### src/rtl/conv_pkg.sv
// Shared constants and sequencer state encoding for the 5x5 convolution patch path.
package conv_pkg;
    localparam int PATCH_DIM           = 5;
    localparam int INPUT_WIDTH         = 8;
    localparam int OUTPUT_WIDTH        = 16;
    localparam int NUM_KERNEL_ELEMENTS = 25;

    typedef enum logic [2:0] {
        IDLE,
        FETCH,
        DRAIN,
        KICK,
        WAIT_CORE,
        EMIT,
        DONE
    } seq_state_e;
endpackage

### src/rtl/conv_addr_gen.sv
// Patch origin (ox,oy) and in-patch (r,c) counters; forms the row-major pixel address.
module conv_addr_gen
    import conv_pkg::*;
#(
    parameter int IMG_W  = 32,
    parameter int IMG_H  = 32,
    parameter int ADDR_W = 10
) (
    input  logic              clk,
    input  logic              rst_n,
    input  logic              clear_i,
    input  logic              step_i,
    input  logic              advance_i,
    output logic [ADDR_W-1:0] rd_addr_o,
    output logic [4:0]        k_o,
    output logic              fetch_last_o,
    output logic              pos_last_o
);
    localparam int XW = $clog2(IMG_W);
    localparam int YW = $clog2(IMG_H);

    logic [XW-1:0] ox_q, ox_d;
    logic [YW-1:0] oy_q, oy_d;
    logic [2:0]    r_q, r_d, c_q, c_d;

    assign fetch_last_o = (r_q == 3'(PATCH_DIM - 1)) && (c_q == 3'(PATCH_DIM - 1));
    assign pos_last_o   = (ox_q == XW'(IMG_W - PATCH_DIM)) && (oy_q == YW'(IMG_H - PATCH_DIM));
    assign k_o          = {2'b00, r_q} * 5'(PATCH_DIM) + {2'b00, c_q};
    assign rd_addr_o    = (ADDR_W'(oy_q) + ADDR_W'(r_q)) * ADDR_W'(IMG_W)
                        + ADDR_W'(ox_q) + ADDR_W'(c_q);

    always_comb begin
        ox_d = ox_q;
        oy_d = oy_q;
        r_d  = r_q;
        c_d  = c_q;
        if (clear_i) begin
            ox_d = '0;
            oy_d = '0;
            r_d  = '0;
            c_d  = '0;
        end else begin
            // r/c wrap back to 0 after the 25th read, ready for the next patch
            if (step_i) begin
                if (c_q == 3'(PATCH_DIM - 1)) begin
                    c_d = '0;
                    r_d = (r_q == 3'(PATCH_DIM - 1)) ? 3'd0 : r_q + 3'd1;
                end else begin
                    c_d = c_q + 3'd1;
                end
            end
            if (advance_i) begin
                if (ox_q == XW'(IMG_W - PATCH_DIM)) begin
                    ox_d = '0;
                    oy_d = oy_q + YW'(1);
                end else begin
                    ox_d = ox_q + XW'(1);
                end
            end
        end
    end

    always_ff @(posedge clk or negedge rst_n) begin
        if (!rst_n) begin
            ox_q <= '0;
            oy_q <= '0;
            r_q  <= '0;
            c_q  <= '0;
        end else begin
            ox_q <= ox_d;
            oy_q <= oy_d;
            r_q  <= r_d;
            c_q  <= c_d;
        end
    end
endmodule

### src/rtl/conv_patch_sequencer.sv
// Walks the image in raster order, fetches each 5x5 patch, kicks the conv core and streams results.
// Optional busy-cycle counter on perf_cycles is built only when CONV_SEQ_PERF_EN is defined.
module conv_patch_sequencer
    import conv_pkg::*;
#(
    parameter int IMG_W  = 32,
    parameter int IMG_H  = 32,
    parameter int ADDR_W = 10
) (
    input  logic                                       clk,
    input  logic                                       rst_n,
    input  logic                                       start,
    output logic                                       busy,
    output logic                                       done,
    output logic                                       rd_en,
    output logic [ADDR_W-1:0]                          rd_addr,
    input  logic [INPUT_WIDTH-1:0]                     rd_data,
    output logic                                       start_channel_proc,
    output logic [NUM_KERNEL_ELEMENTS*INPUT_WIDTH-1:0] patch_pixels,
    input  logic                                       core_busy,
    input  logic                                       core_valid,
    input  logic signed [OUTPUT_WIDTH-1:0]             core_value,
    output logic                                       out_valid,
    input  logic                                       out_ready,
    output logic [OUTPUT_WIDTH-1:0]                    out_data,
    output logic                                       out_last,
    output logic [31:0]                                perf_cycles
);
    seq_state_e state_q, state_d;

    logic pos_clear, fetch_step, pos_adv;
    logic [4:0] k, rd_k_q;
    logic fetch_last, pos_last;
    logic rd_vld_q;

    logic [NUM_KERNEL_ELEMENTS-1:0][INPUT_WIDTH-1:0] patch_q;
    logic                    out_valid_q, out_valid_d;
    logic [OUTPUT_WIDTH-1:0] out_data_q, out_data_d;
    logic                    out_last_q, out_last_d;

    conv_addr_gen #(
        .IMG_W (IMG_W),
        .IMG_H (IMG_H),
        .ADDR_W(ADDR_W)
    ) u_addr_gen (
        .clk         (clk),
        .rst_n       (rst_n),
        .clear_i     (pos_clear),
        .step_i      (fetch_step),
        .advance_i   (pos_adv),
        .rd_addr_o   (rd_addr),
        .k_o         (k),
        .fetch_last_o(fetch_last),
        .pos_last_o  (pos_last)
    );

    assign busy               = (state_q != IDLE);
    assign done               = (state_q == DONE);
    assign rd_en              = (state_q == FETCH);
    assign start_channel_proc = (state_q == KICK) && !core_busy;
    assign patch_pixels       = patch_q;
    assign out_valid          = out_valid_q;
    assign out_data           = out_data_q;
    assign out_last           = out_last_q;

    always_comb begin
        state_d     = state_q;
        pos_clear   = 1'b0;
        fetch_step  = 1'b0;
        pos_adv     = 1'b0;
        out_valid_d = out_valid_q;
        out_data_d  = out_data_q;
        out_last_d  = out_last_q;
        case (state_q)
            IDLE: if (start) begin
                state_d   = FETCH;
                pos_clear = 1'b1;
            end
            FETCH: begin
                fetch_step = 1'b1;
                if (fetch_last) state_d = DRAIN;
            end
            DRAIN: state_d = KICK;
            KICK: if (!core_busy) state_d = WAIT_CORE;
            WAIT_CORE: if (core_valid) begin
                out_valid_d = 1'b1;
                out_data_d  = core_value;
                out_last_d  = pos_last;
                state_d     = EMIT;
            end
            EMIT: if (out_ready) begin
                out_valid_d = 1'b0;
                out_last_d  = 1'b0;
                if (pos_last) begin
                    state_d = DONE;
                end else begin
                    pos_adv = 1'b1;
                    state_d = FETCH;
                end
            end
            DONE: state_d = IDLE;
            default: state_d = IDLE;
        endcase
    end

    // Memory latency is one cycle, so the element index travels one stage behind the read
    always_ff @(posedge clk or negedge rst_n) begin
        if (!rst_n) begin
            state_q     <= IDLE;
            rd_vld_q    <= 1'b0;
            rd_k_q      <= '0;
            patch_q     <= '0;
            out_valid_q <= 1'b0;
            out_data_q  <= '0;
            out_last_q  <= 1'b0;
        end else begin
            state_q     <= state_d;
            rd_vld_q    <= rd_en;
            rd_k_q      <= k;
            if (rd_vld_q) patch_q[rd_k_q] <= rd_data;
            out_valid_q <= out_valid_d;
            out_data_q  <= out_data_d;
            out_last_q  <= out_last_d;
        end
    end

`ifdef CONV_SEQ_PERF_EN
    logic [31:0] perf_q;

    always_ff @(posedge clk or negedge rst_n) begin
        if (!rst_n) begin
            perf_q <= '0;
        end else if ((state_q == IDLE) && start) begin
            perf_q <= '0;
        end else if (busy && (perf_q != '1)) begin
            perf_q <= perf_q + 32'd1;
        end
    end

    assign perf_cycles = perf_q;
`else
    assign perf_cycles = '0;
`endif
endmodule
### config.mk
export PLATFORM = sky130hd
export DESIGN_NAME = conv_patch_sequencer
export DESIGN_NICKNAME = d
export VERILOG_FILES = /design/src/rtl/conv_pkg.sv /design/src/rtl/conv_addr_gen.sv /design/src/rtl/conv_patch_sequencer.sv
export SDC_FILE = /design/constraint.sdc
export NUM_CORES = 1
export LEC_CHECK = 0
export CAP_MARGIN = 10
export CORE_UTILIZATION = 29
export DETAILED_ROUTE_END_ITERATION = 7
export SYNTH_ARGS = -nofsm -noshare
export SYNTH_HDL_FRONTEND = slang
export SYNTH_SLANG_ARGS = --single-unit
### constraint.sdc
create_clock -name clk -period 2.6 [get_ports clk]
set_clock_uncertainty 0.1 [all_clocks]
set_input_delay 0.26 -clock clk [delete_from_list [all_inputs] [get_ports clk]]
set_output_delay 0.26 -clock clk [all_outputs]
set_load 0.005 [all_outputs]
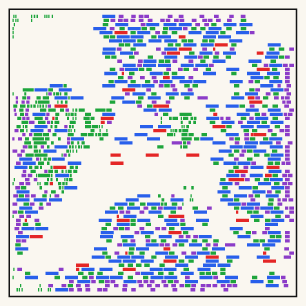
Run 1: cell classes on the final placement
Scale: 1.5 px per µm.
[registers] blue | cells: 243
[clock drivers and dummy loads] red | cells: 50
[remaining buffers and delay cells] purple | cells: 303
[remaining logic cells] green | cells: 444
final core utilization: 0.421
core area: 34,800 µm²
Finished Cell Area: 14,600 µm²
site row count: 68
flop share of the area: 0.416

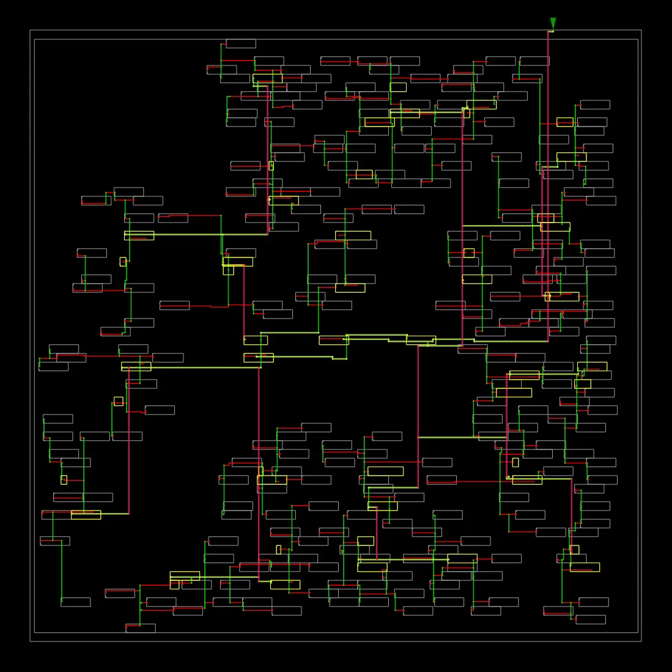
Run 1: clock nets
clock buffer count: 37
CTS Sinks: 243

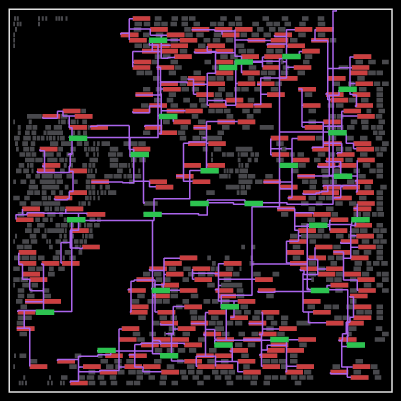
Run 1: clock network drawn from the DEF
Scale: 2 px per µm.
[clock-net drivers] green | count: 27
[clock wires] purple | length: 3,410 µm
[flip-flops] red | count: 243
routed clock nets: 28
flops lie: spread over the die
Clk. pwr: 0.00400 W
clock network power share: 0.225

==> flow_summary.ini, run 1 <==
; yosys + openroad results
[clock_network]
cts_resized = 33
clk_path_buf_depth = 3
cts_buffers = 27

[logic_synthesis]
synthSimpleGateAreaFrac = 0.0669
ys_cells = 716
ys_chip_area_um2 = 10300
syn_avg_cell_area_um2 = 14.4

[final_layout]
mi_logic_area_um2 = 4040
nFillCells = 3280

[place]
placed_area_um2 = 13500

[status]
outcome = finished with violations
violations = negative setup slack

[flow_run]
maxCapViolCount = 0

[die]
die_w_um = 191
fp_util = 0.296

[setup_path]
timing.rr.end = rd_k_q[3]$_DFF_PN0_
reg2reg_depth = 8
rr_startpoint = u_addr_gen.r_q[0]$_DFFE_PN0P_
crit_arrival_ns = 2.42

[routing]
drc = 0
drt-initial-drc-count = 190

[final_timing]
hold_viol_final = 0
rsz0062_at_grt = true
max_slew_margin = 0.555
setup_viol = 2
maxSlewViolCount = 0
setup_slack_ns = -0.183

[grt]
first_global_vias = 6972
antenna_found_initial = 0
overflow = 0

[power]
ir_drop_mv = 0.525
pwr_density_cell_nw_per_um2 = 1210
==> run 1: critical path, cell delays in order, from the launching register on <==
cell and delay (ns):
dfrtp_1 0.39, ha_2 0.19, fa_2 0.56, nand3_1 0.09, buf_4 0.15, nor4_4 0.21, xnor2_1 0.15, buf_2 0.13
==> run 1: metal layers <==
| layer | routed length (µm) | up-vias | track usage |
|---|---|---|---|
| met2 | 13300 | 188 | 0.253 |
| met1 | 11800 | 3430 | 0.193 |
| met5 | 0 | - | 0 |
| li1 | - | 3071 | - |
| met3 | 1410 | 38 | 0.0282 |
| met4 | 729 | 0 | 0.0449 |
==> run 1: cell usage after synthesis (all sizes together) (3+ instances only) <==
cell      n  area (µm²)
clkbuf   19        71.3
inv      12        45.0
ha       20         250
nand2b    6        37.5
nor2b     3        18.8
xnor2     9        78.8
fa        3        60.1
o21ai     9        45.0
xor2      6        52.6
a21oi    11        55.1
mux2    217        2440
and4b     3        30.0
nor3b     5        57.6
o211ai    3        22.5
and3      5        31.3
a21o      5        37.5
nand3b    3        35.0
dfrtp   243        6080
nor2     17        98.8
nand2    32         140
or2       4        25.0
nand3    12        65.1
buf      41         294
nor3      5        30.0
==> run 1: layout make-up <==
cell class	count	area share
Timing Repair Buffer	303	0.201
Tap cell	455	0.0389
Clock buffer	37	0.0528
Inverter	12	0.00308
Multi-Input combinational cell	432	0.276
Clock inverter	13	0.0116
Sequential cell	243	0.416
Antenna cell	1	0.000171
==> run 1: how the worst max path moves through the flow <==
stage | start | to | slack, ns | depth (start not counted)
3_5_place_dp | u_addr_gen.r_q[0]$_DFFE_PN0P_ | rd_addr[9] | -0.03 | 7
2_1_floorplan | u_addr_gen.r_q[0]$_DFFE_PN0P_ | rd_addr[9] | 0.49 | 6
5_1_grt | u_addr_gen.oy_q[0]$_DFFE_PN0P_ | rd_addr[9] | -0.32 | 8
4_1_cts | u_addr_gen.oy_q[0]$_DFFE_PN0P_ | rd_addr[9] | -0.26 | 8
3_3_place_gp | u_addr_gen.r_q[0]$_DFFE_PN0P_ | rd_addr[9] | -0.006 | 7
6_report | u_addr_gen.oy_q[0]$_DFFE_PN0P_ | rd_addr[9] | -0.18 | 7
==> run 1: kinds of logic after synthesis <==
logic type | count (synthesis)
buffers and inverters | 72
other | 1
and+or+nand+nor | 107
AOI/OAI and AO/OA | 36
adders and majority gates | 23
DFF | 243
xor gates and xnor gates | 15
muxes | 219
==> run 1: report_power, final <==
part / switching, W / total (W) / internal [W] / leakage (nW)
Clock: 0.00161 / 0.00400 / 0.00240 / 0.458
Combinational: 0.00255 / 0.00724 / 0.00469 / 2.96
Sequential: 0.000996 / 0.00650 / 0.00551 / 3.00
Total: 0.00515 / 0.0178 / 0.0126 / 6.41
==> run 1: registers in the layout, indices dropped and copies added (netlist names) <==
register / cells
u_addr_gen.ox_q: 5
rd_vld_q: 1
patch_pixels: 200
u_addr_gen.r_q: 3
out_valid: 1
state_q: 3
rd_k_q: 5
out_data: 16
u_addr_gen.oy_q: 5
out_last: 1
u_addr_gen.c_q: 3
==> run 2: changes to the inputs <==
--- a/config.mk
+++ b/config.mk
@@ -7,6 +7,7 @@
 export LEC_CHECK = 0
 export CAP_MARGIN = 10
 export CORE_UTILIZATION = 29
+export CTS_CLUSTER_SIZE = 40
 export DETAILED_ROUTE_END_ITERATION = 7
 export SYNTH_ARGS = -nofsm -noshare
 export SYNTH_HDL_FRONTEND = slang
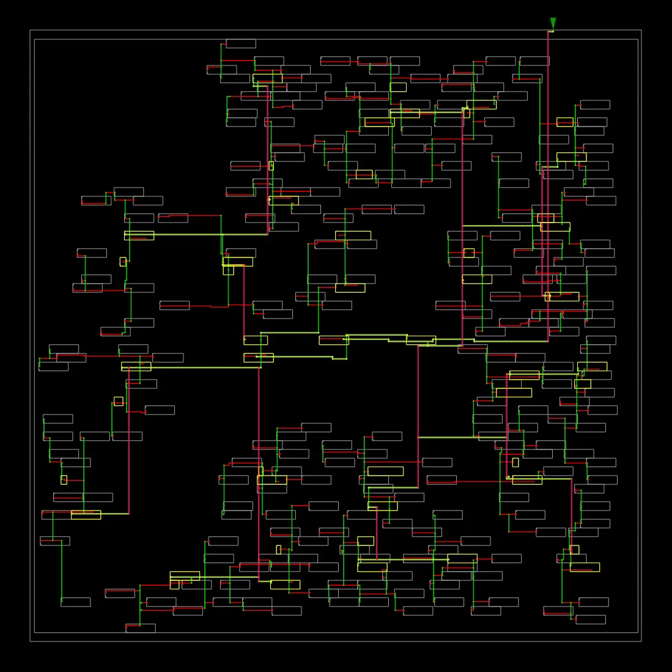
Run 2: clock nets
seq_cells: 243
clk latency late pin: 0.54 ns
CTS Buf Count: 27

==> run 2 against run 1 <==
Against the previous run:
- the flow still finishes with violations (negative setup slack)
- non-clock buffer count is the same
- combinational power barely moved
- routed wire length stayed put
- largest cell class unchanged
==> flow_summary.ini, run 2 <==
; yosys + openroad results
[status]
outcome = finished with violations
violations = negative setup slack

[setup_path]
path_cells = ha_2 > fa_2 > nand3_1 > buf_4 > nor4_4 > xnor2_1 > buf_2
max_stage_delay_ns = 0.56
slowest_stage = fa_2
required_ns = 2.24
cp.depth = 7
crit_arrival_ns = 2.42
path_buffers = 2
crit_family = adder cells
reg2reg_depth = 8

[clock_network]
clk_path_buf_depth = 3
cts.sinks = 243

[logic_synthesis]
top_area_frac = 0.590
ys_cells = 716
yosys-top-cells-count = 243 x dfrtp_1, 210 x mux2_2, 33 x buf_4
synthTopCellsByArea = dfrtp_1 59%, mux2_2 23%, ha_1 2.4%
ys_chip_area_um2 = 10300
syn_avg_cell_area_um2 = 14.4
synth_top_cell_by_area = dfrtp_1
synthSimpleGateAreaFrac = 0.0669
top_cell = dfrtp_1

[power]
pwr_density_cell_nw_per_um2 = 1210
ir_drop_mv = 0.525

[final_timing]
maxSlewViolCount = 0
rsz0062_at_grt = true
max_slew_margin = 0.555
setup_viol = 2
period_minus_slack_ns = 2.78
holdWs_ns = 0.126
hold_viol_final = 0
setup_slack_ns = -0.183

[grt]
overflow = 0
first_global_vias = 6972

[routing]
drc = 0
drt-initial-drc-count = 190

[die]
core_um2 = 34800
placementRows = 68
fp_util = 0.296

[flow_run]
maxCapViolCount = 0
tool_warnings = 30

[final_layout]
utilization = 0.421
nFillCells = 3280
largest_reg_flops = 200
final_cell_mix = 252 x clkdlybuf4s50_1, 241 x dfrtp_1, 210 x mux2_2, 37 x buf_4, 32 x conb_1
## run 2: cell counts after synthesis
Identical to the previous run, type by type.
## run 2: power breakdown
| group | switching [W] | total (W) | internal (W) |
|---|---|---|---|
| logic | 0.00255 | 0.00724 | 0.00469 |
| clock network | 0.00161 | 0.00400 | 0.00240 |
| registers | 0.000996 | 0.00650 | 0.00551 |
## run 2: worst paths after layout
check                                                from                            to
max in group asynchronous                           rst_n        state_q[1]$_DFFE_PN0P_
min reg2reg                         out_valid$_DFFE_PN0P_         out_valid$_DFFE_PN0P_
max                        u_addr_gen.oy_q[0]$_DFFE_PN0P_                    rd_addr[9]
min in group clk                            core_value[2]       out_data[2]$_DFFE_PN0P_
min                                                 rst_n  patch_pixels[38]$_DFFE_PN0P_
max reg2reg                 u_addr_gen.r_q[0]$_DFFE_PN0P_           rd_k_q[3]$_DFF_PN0_
## run 2: metal layers
layer  global-route usage  vias to the layer above  part of all wire
met5                    0                        -                 0
met4               0.0449                        0             0.027
met3               0.0282                       38             0.052
met2                0.253                      188              0.49
met1                0.193                     3430              0.43
li1                     -                     3071                 -
## run 2: cell type report
class | instances | area [µm²] | area share
flip-flops and latches | 243 | 6080 | 0.416
inverters | 12 | 45.0 | 0.00308
well taps | 455 | 569 | 0.0389
repair buffers | 303 | 2950 | 0.201
clock inverters | 13 | 170 | 0.0116
clock buffers | 37 | 773 | 0.0528
multi-input cells | 432 | 4040 | 0.276
diodes | 1 | 2.50 | 0.000171
## run 2: logic make-up (layout without fill, tap and decap cells)
family	after synthesis	count (layout)
flops	243	243
xor+xnor	15	15
buf+inv	72	365
fa+ha+maj	23	23
simple gates	107	107
mux	219	219
compound gates	36	36
other cells	1	33
## run 2: timing repair
action	in CTS	in global routing
pin swaps	14	6
hold buffers	1	0
setup endpoints to repair	9	7
setup buffers	16	3
hold endpoints to repair	243	0
gates resized	33	11
## run 2: stage by stage
step	cell area [µm²]	cells
after floorplan	10400	747
after global placement	13500	1429
after detailed placement	13500	1429
after CTS	14600	1492
after global routing	14600	1495
final	14600	1496
Power is estimated from default activity; no workload was simulated.
